drive_strength.png
Scale: 2 px per um.
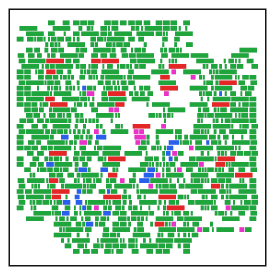
zoom.png
Region (39, 64) to (89, 114) um. Cells in grey, sequential cells in the stronger grey; small squares are vias.
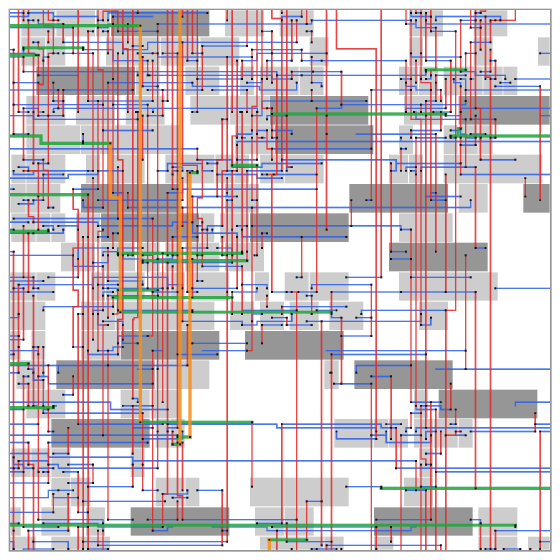
wire_density.png
Scale: 3 px per um. 25 x 25 tiles, from dark purple (low) to yellow (high), scaled to the fullest tile. Values are wire area over tile area, all layers added.
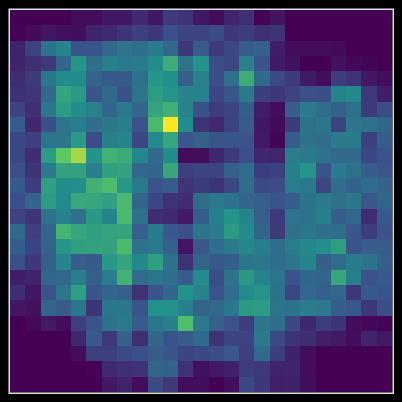
final_placement.png
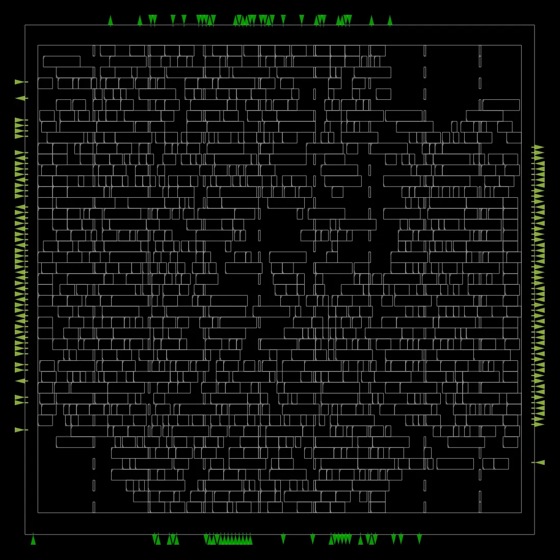
pdn.png
Scale: 4 px per um. Pins as bars on the die edge.
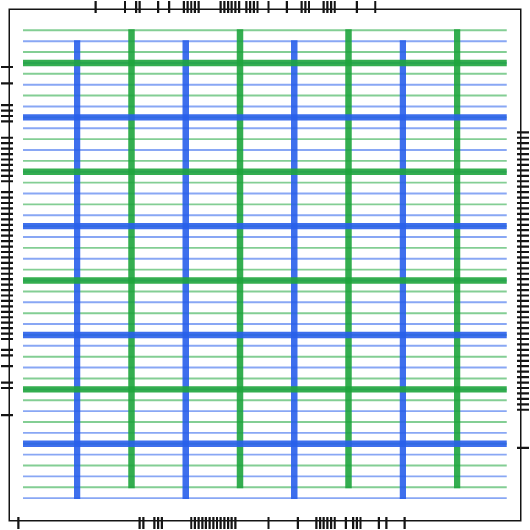
**src/rtl/ic_align_pkg.sv**
```systemverilog
// ic_align_pkg: shared types, constants and halfword classification for the RV32IC fetch aligner
package ic_align_pkg;
  typedef enum logic [1:0] {EMPTY, SKIP_LO, HAVE_C, HAVE_LO32} state_e;
  localparam logic [15:0] RVC_ILLEGAL = 16'h0000;
  function automatic logic is_rvc(input logic [15:0] h);
    return h[1:0] != 2'b11;
  endfunction
endpackage

```
**src/rtl/ic_align_if.sv**
```systemverilog
// ic_align_if: fetch-side and decode-side signals of the instruction aligner
// master: IFetch/ID side (drives flush, fetch word, id_stall; sees stall and aligned output)
// slave : aligner side
// out_illegal exists only when IC_ALIGN_ILLEGAL_EN is defined
interface ic_align_if #(parameter int XLEN = 32);
  logic            flush;
  logic [XLEN-1:0] flush_pc;
  logic            fetch_valid;
  logic [XLEN-1:0] fetch_pc;
  logic [31:0]     fetch_instr;
  logic            fetch_stall;
  logic            id_stall;
  logic            out_valid;
  logic [XLEN-1:0] out_pc;
  logic [31:0]     out_instr;
  logic            out_compressed;
`ifdef IC_ALIGN_ILLEGAL_EN
  logic            out_illegal;
  modport master (output flush, flush_pc, fetch_valid, fetch_pc, fetch_instr, id_stall,
                  input fetch_stall, out_valid, out_pc, out_instr, out_compressed, out_illegal);
  modport slave  (input flush, flush_pc, fetch_valid, fetch_pc, fetch_instr, id_stall,
                  output fetch_stall, out_valid, out_pc, out_instr, out_compressed, out_illegal);
`else
  modport master (output flush, flush_pc, fetch_valid, fetch_pc, fetch_instr, id_stall,
                  input fetch_stall, out_valid, out_pc, out_instr, out_compressed);
  modport slave  (input flush, flush_pc, fetch_valid, fetch_pc, fetch_instr, id_stall,
                  output fetch_stall, out_valid, out_pc, out_instr, out_compressed);
`endif
endinterface

```
**src/rtl/ic_align.sv**
```systemverilog
// ic_align: splits word-aligned fetch words into aligned 16/32-bit instructions for ID
// Ports: clk, reset (async, active-high), bus (ic_align_if.slave: flush/redirect,
// fetch word in, fetch_stall out, id_stall in, registered aligned instruction out).
// Optional IC_ALIGN_ILLEGAL_EN adds out_illegal flagging the all-zero compressed encoding.
module ic_align
  import ic_align_pkg::*;
#(
  parameter int              XLEN     = 32,
  parameter logic [XLEN-1:0] RESET_PC = '0
) (
  input logic       clk,
  input logic       reset,
  ic_align_if.slave bus
);
  state_e          state_q, state_d;
  logic [15:0]     buf_q, buf_d;
  logic [XLEN-1:0] buf_pc_q, buf_pc_d, pc_q, pc_d;
  logic [31:0]     instr_q, instr_d;
  logic            valid_q, valid_d, c_q, c_d;
  logic [15:0]     lo, hi;
  logic [XLEN-1:0] pc2;
  logic            consume;
  assign lo = bus.fetch_instr[15:0];
  assign hi = bus.fetch_instr[31:16];
  assign pc2 = bus.fetch_pc + XLEN'(2);
  // HAVE_C drains the buffered halfword, so the presented word must be held for a cycle
  assign bus.fetch_stall = !bus.flush && (bus.id_stall || state_q == HAVE_C);
  assign consume = bus.fetch_valid && !bus.fetch_stall && !bus.flush;
  always_comb begin
    state_d = state_q;
    buf_d = buf_q;
    buf_pc_d = buf_pc_q;
    valid_d = valid_q;
    pc_d = pc_q;
    instr_d = instr_q;
    c_d = c_q;
    if (bus.flush) begin
      valid_d = 1'b0;
      buf_d = '0;
      buf_pc_d = bus.flush_pc & ~XLEN'(1);
      state_d = bus.flush_pc[1] ? SKIP_LO : EMPTY;
    end else if (!bus.id_stall) begin
      valid_d = 1'b0;
      case (state_q)
        EMPTY: if (consume) begin
          valid_d = 1'b1;
          pc_d = bus.fetch_pc;
          c_d = is_rvc(lo);
          instr_d = is_rvc(lo) ? {16'h0, lo} : bus.fetch_instr;
          if (is_rvc(lo)) begin
            buf_d = hi;
            buf_pc_d = pc2;
            state_d = is_rvc(hi) ? HAVE_C : HAVE_LO32;
          end
        end
        SKIP_LO: if (consume) begin
          if (is_rvc(hi)) begin
            valid_d = 1'b1;
            pc_d = pc2;
            instr_d = {16'h0, hi};
            c_d = 1'b1;
            state_d = EMPTY;
          end else begin
            buf_d = hi;
            buf_pc_d = pc2;
            state_d = HAVE_LO32;
          end
        end
        HAVE_C: begin
          valid_d = 1'b1;
          pc_d = buf_pc_q;
          instr_d = {16'h0, buf_q};
          c_d = 1'b1;
          state_d = EMPTY;
        end
        HAVE_LO32: if (consume) begin
          valid_d = 1'b1;
          pc_d = buf_pc_q;
          instr_d = {lo, buf_q};
          c_d = 1'b0;
          buf_d = hi;
          buf_pc_d = pc2;
          state_d = is_rvc(hi) ? HAVE_C : HAVE_LO32;
        end
        default: state_d = EMPTY;
      endcase
    end
  end
  always_ff @(posedge clk or posedge reset) begin
    if (reset) begin
      state_q <= EMPTY;
      buf_q <= '0;
      buf_pc_q <= '0;
      valid_q <= 1'b0;
      pc_q <= RESET_PC;
      instr_q <= '0;
      c_q <= 1'b0;
    end else begin
      state_q <= state_d;
      buf_q <= buf_d;
      buf_pc_q <= buf_pc_d;
      valid_q <= valid_d;
      pc_q <= pc_d;
      instr_q <= instr_d;
      c_q <= c_d;
    end
  end
  assign bus.out_valid = valid_q;
  assign bus.out_pc = pc_q;
  assign bus.out_instr = instr_q;
  assign bus.out_compressed = c_q;
`ifdef IC_ALIGN_ILLEGAL_EN
  logic ill_q, ill_d;
  assign ill_d = valid_d && c_d && instr_d[15:0] == RVC_ILLEGAL;
  always_ff @(posedge clk or posedge reset) begin
    if (reset) ill_q <= 1'b0;
    else ill_q <= ill_d;
  end
  assign bus.out_illegal = ill_q;
`endif
endmodule

```
**src/flat_wrapper.sv**
```systemverilog
// flat-port wrapper written by rule: the top's interface ports become plain ports
module ic_align_flat import ic_align_pkg::*;
#(
  parameter int              XLEN     = 32,
  parameter logic [XLEN-1:0] RESET_PC = '0
)
  (clk, reset, bus_flush, bus_flush_pc, bus_fetch_valid, bus_fetch_pc, bus_fetch_instr, bus_id_stall, bus_fetch_stall, bus_out_valid, bus_out_pc, bus_out_instr, bus_out_compressed);
  ic_align_if #(.XLEN(XLEN)) bus_i ();
  input logic clk;
  input logic reset;
  input wire logic [$bits(bus_i.flush)-1:0] bus_flush;
  input wire logic [$bits(bus_i.flush_pc)-1:0] bus_flush_pc;
  input wire logic [$bits(bus_i.fetch_valid)-1:0] bus_fetch_valid;
  input wire logic [$bits(bus_i.fetch_pc)-1:0] bus_fetch_pc;
  input wire logic [$bits(bus_i.fetch_instr)-1:0] bus_fetch_instr;
  input wire logic [$bits(bus_i.id_stall)-1:0] bus_id_stall;
  output wire logic [$bits(bus_i.fetch_stall)-1:0] bus_fetch_stall;
  output wire logic [$bits(bus_i.out_valid)-1:0] bus_out_valid;
  output wire logic [$bits(bus_i.out_pc)-1:0] bus_out_pc;
  output wire logic [$bits(bus_i.out_instr)-1:0] bus_out_instr;
  output wire logic [$bits(bus_i.out_compressed)-1:0] bus_out_compressed;
  assign bus_i.flush = bus_flush;
  assign bus_i.flush_pc = bus_flush_pc;
  assign bus_i.fetch_valid = bus_fetch_valid;
  assign bus_i.fetch_pc = bus_fetch_pc;
  assign bus_i.fetch_instr = bus_fetch_instr;
  assign bus_i.id_stall = bus_id_stall;
  assign bus_fetch_stall = bus_i.fetch_stall;
  assign bus_out_valid = bus_i.out_valid;
  assign bus_out_pc = bus_i.out_pc;
  assign bus_out_instr = bus_i.out_instr;
  assign bus_out_compressed = bus_i.out_compressed;
  ic_align #(.XLEN(XLEN), .RESET_PC(RESET_PC)) u_core (.clk(clk), .reset(reset), .bus(bus_i));
endmodule
```
**config.mk**
```make
export PLATFORM = sky130hd
export DESIGN_NAME = ic_align_flat
export DESIGN_NICKNAME = d
export VERILOG_FILES = /design/src/rtl/ic_align_pkg.sv /design/src/rtl/ic_align_if.sv /design/src/rtl/ic_align.sv /design/src/flat_wrapper.sv
export SDC_FILE = /design/constraint.sdc
export NUM_CORES = 1
export LEC_CHECK = 0
export CORE_MARGIN = 3
export CORE_UTILIZATION = 45
export CTS_CLUSTER_DIAMETER = 200
export DETAILED_ROUTE_END_ITERATION = 10
export PLACE_DENSITY = 0.79
export SETUP_SLACK_MARGIN = 0.4
export SYNTH_ARGS = -nofsm -noshare
export SYNTH_HDL_FRONTEND = slang
export SYNTH_SLANG_ARGS = --single-unit
export TNS_END_PERCENT = 50
```
**constraint.sdc**
```tcl
create_clock -name clk -period 4.4 [get_ports clk]
set_input_delay 1.1 -clock clk [delete_from_list [all_inputs] [get_ports clk]]
set_output_delay 1.1 -clock clk [all_outputs]
set_load 0.01 [all_outputs]
```
==> reports/summary.log <==
[yosys] Synth async-reset ratio 1.00
[worst_setup_path] endpoint class of the critical path output port
[worst_setup_path] Reg-to-Reg Start u_core.state_q[1]
[yosys] average instance area after synthesis 8.88 um^2
[yosys] number of instances in the synthesized netlist 748
[yosys] Yosys top cell area share 0.437
[power_and_ir_drop] IR Drop Worst-Case VDD 329 uV
[floorplan] die footprint 16200 um^2
[yosys] distinct cell type count of the synthesized netlist 54
[yosys] most area-hungry cell type in the Yosys netlist dfrtp_1
[sta] largest clock skew in the final design 0.00655 ns
[sta] number of hold violations in the final report 0
[floorplan] standard-cell rows 43
[drt] total wirelength of the detailed-routed design 20000 um
[floorplan] number of placed I/O pins 168
[cells_and_area] Antenna Diode Count 0
[floorplan] placeable core area 14100 um^2
[sta] total negative slack for setup checks 0 ns
[sta] tightest slew margin relative to the limit 0.307
[status] outcome finished, final reports clean
[clock_network] cell at the root of the clock tree clkbuf_16
[clock_network] count of cells resized by post-cts repair 0
[run] count of warning messages emitted by the tools 32
[sta] timing-limited maximum frequency 285 MHz
[sta] final period utilization 0.798
[clock_network] total CTS buffers 17
[global_routing] total routing usage reported by global routing 0.251
[sta] Final min period 3.51 ns
[yosys] total of flip-flops plus latches after synthesis 116
[clock_network] quantity of hold-fixing buffers added after cts 0
[sta] Final Max-Slew Violation Tally 0
[yosys] share of synthesized area occupied by flip-flops and latches 0.437
[clock_network] worst skew pair latency 0.42 ns
[drt] count of vias placed by the detailed router 6405
[global_routing] pin count of the biggest net entering global routing 81
[global_routing] global-route wire length before repair 32300 um
[global_routing] total overflow reported by the global router 0
[clock_network] buffers from clock root to sink, at most 2
[global_routing] via count of the first global-routing pass 6220
[worst_setup_path] CP max FO 6
[drt] average routed wire per standard cell 18.5 um
[cells_and_area] post-synthesis to final-layout area growth 36.0%
[cells_and_area] count of nets after finishing 999
[sta] total setup violations reported at the end of the flow 0
[drt] post-detailed-route via-to-cell ratio 5.92
[clock_network] clock tree from TritonCTS built
[drt] number of remaining DRC errors 0
[drt] detailed-router iteration count before antenna repair 5
## Picture notes: drive_strength.png
[red] drive 6 and up | cells: 28 | share: 3.1%
[blue] drive 2 | cells: 24 | share: 2.7%
[magenta] drive 3 to 4 | cells: 25 | share: 2.8%
[green] drive 1 or less | cells: 825 | share: 91%

## Picture notes: zoom.png
[blue] met1
[orange] met4
[red] met2
[green] met3
netlist names of flops here include: `u_core.buf_pc_q` (8), `u_core.bus.out_pc` (6), `u_core.buf_q` (2)
cells with their middle in the window: 141
most frequent: dfrtp_1 (18), nand2_1 (17), a21oi_1 (13)
sequential cells in the window: 18

## Picture notes: wire_density.png
fullest tile: 0.74
mean over tiles: 0.20
densest ninth of the die: middle left

## Picture notes: final_placement.png
filler instances: 1193
sequential cells: 116
utilization after layout: 0.638
tapcells inserted: 180

## Picture notes: pdn.png
[green] VDD
[blue] VSS
rows: 43
met4 straps: 8

layout make-up:
class	instances	area, um^2	area share
Multi-Input combinational cell	557	3450	0.382
Timing Repair Buffer	187	1810	0.201
Sequential cell	116	2900	0.322
Clock buffer	28	577	0.0639
Tap cell	180	225	0.0249
Clock inverter	2	10.0	0.00111
Inverter	12	48.8	0.00541
critical path, cell delays in order:
cell,delay [ns]
clkdlybuf4s50_1,0.58
nor2_1,0.07
nor2_1,0.08
clkdlybuf4s50_1,0.58
worst paths after layout:
path | endpoint | slack (ns)
min in group asynchronous | u_core.bus.out_instr[3] | 1.14
max reg2reg | u_core.buf_pc_q[15] | 1.44
min reg2reg | u_core.bus.out_instr[12] | 0.48
min | u_core.bus.out_instr[12] | 0.48
max | bus_fetch_stall | 0.89
max in group asynchronous | u_core.state_q[0] | 2.41
state kept, by name, indices dropped and copies added, names as in the netlist:
register / flops
u_core.bus.out_pc: 32
u_core.bus.out_instr: 32
u_core.bus.out_compressed: 1
u_core.state_q: 2
u_core.buf_pc_q: 32
u_core.bus.out_valid: 1
u_core.buf_q: 16
synth_stat cells, types with 8 or more instances:
master	count
a221oi_1	27
nand2_1	111
and2_1	9
o221ai_1	12
a221o_1	32
o21ai_0	62
xor2_1	10
nor3b_1	11
nand4_1	8
a21oi_1	38
inv_1	12
mux2_2	8
nand3_1	15
nor3_1	12
xnor2_1	17
mux2i_1	24
and3_1	14
nor2_1	78
dfrtp_1	116
clkbuf_1	47
routing by layer:
layer	global-route usage	up-vias	wire length, um
li1	-	3005	-
met1	0.329	3069	8520
met2	0.400	302	9470
met3	0.0681	29	1680
met4	0.0902	0	356
met5	0	-	0
logic make-up (layout without fill, tap and decap cells):
| group | Yosys count | in the layout | share of synthesized area |
|---|---|---|---|
| AND/OR/NAND/NOR | 292 | 292 | 0.210 |
| multiplexers | 32 | 32 | 0.0497 |
| XOR/XNOR | 27 | 27 | 0.0356 |
| AND-OR/OR-AND | 199 | 199 | 0.208 |
| buffers and inverters | 75 | 229 | 0.0460 |
| adder cells (fa/ha/maj) | 7 | 7 | 0.0132 |
| flip-flops | 116 | 116 | 0.437 |
cells in the final DEF (no fill, tap or decap), types with 13 or more instances in the layout:
cell type        count
a21oi_1             38
dfrtp_1            116
o21ai_0             62
clkbuf_16           17
a221oi_1            27
and3_1              13
mux2i_1             24
clkdlybuf4s50_1    165
buf_4               21
xnor2_1             17
nand3_1             15
nand2_1            111
nor2_1              78
a221o_1             32
power breakdown:
group	internal, uW	switching (uW)
combinational	878	795
sequential	1410	202
clock	877	475
total	3160	1470
per-stage QoR:
step,setup slack (ns),power [uW],instances
2_1_floorplan,1.25,2390,748
3_3_place_gp,0.774,3250,1052
3_5_place_dp,0.708,3290,1052
4_1_cts,0.892,4660,1082
5_1_grt,0.813,4900,1082
6_report,0.889,4630,1082
Power is estimated from default activity; no workload was simulated.
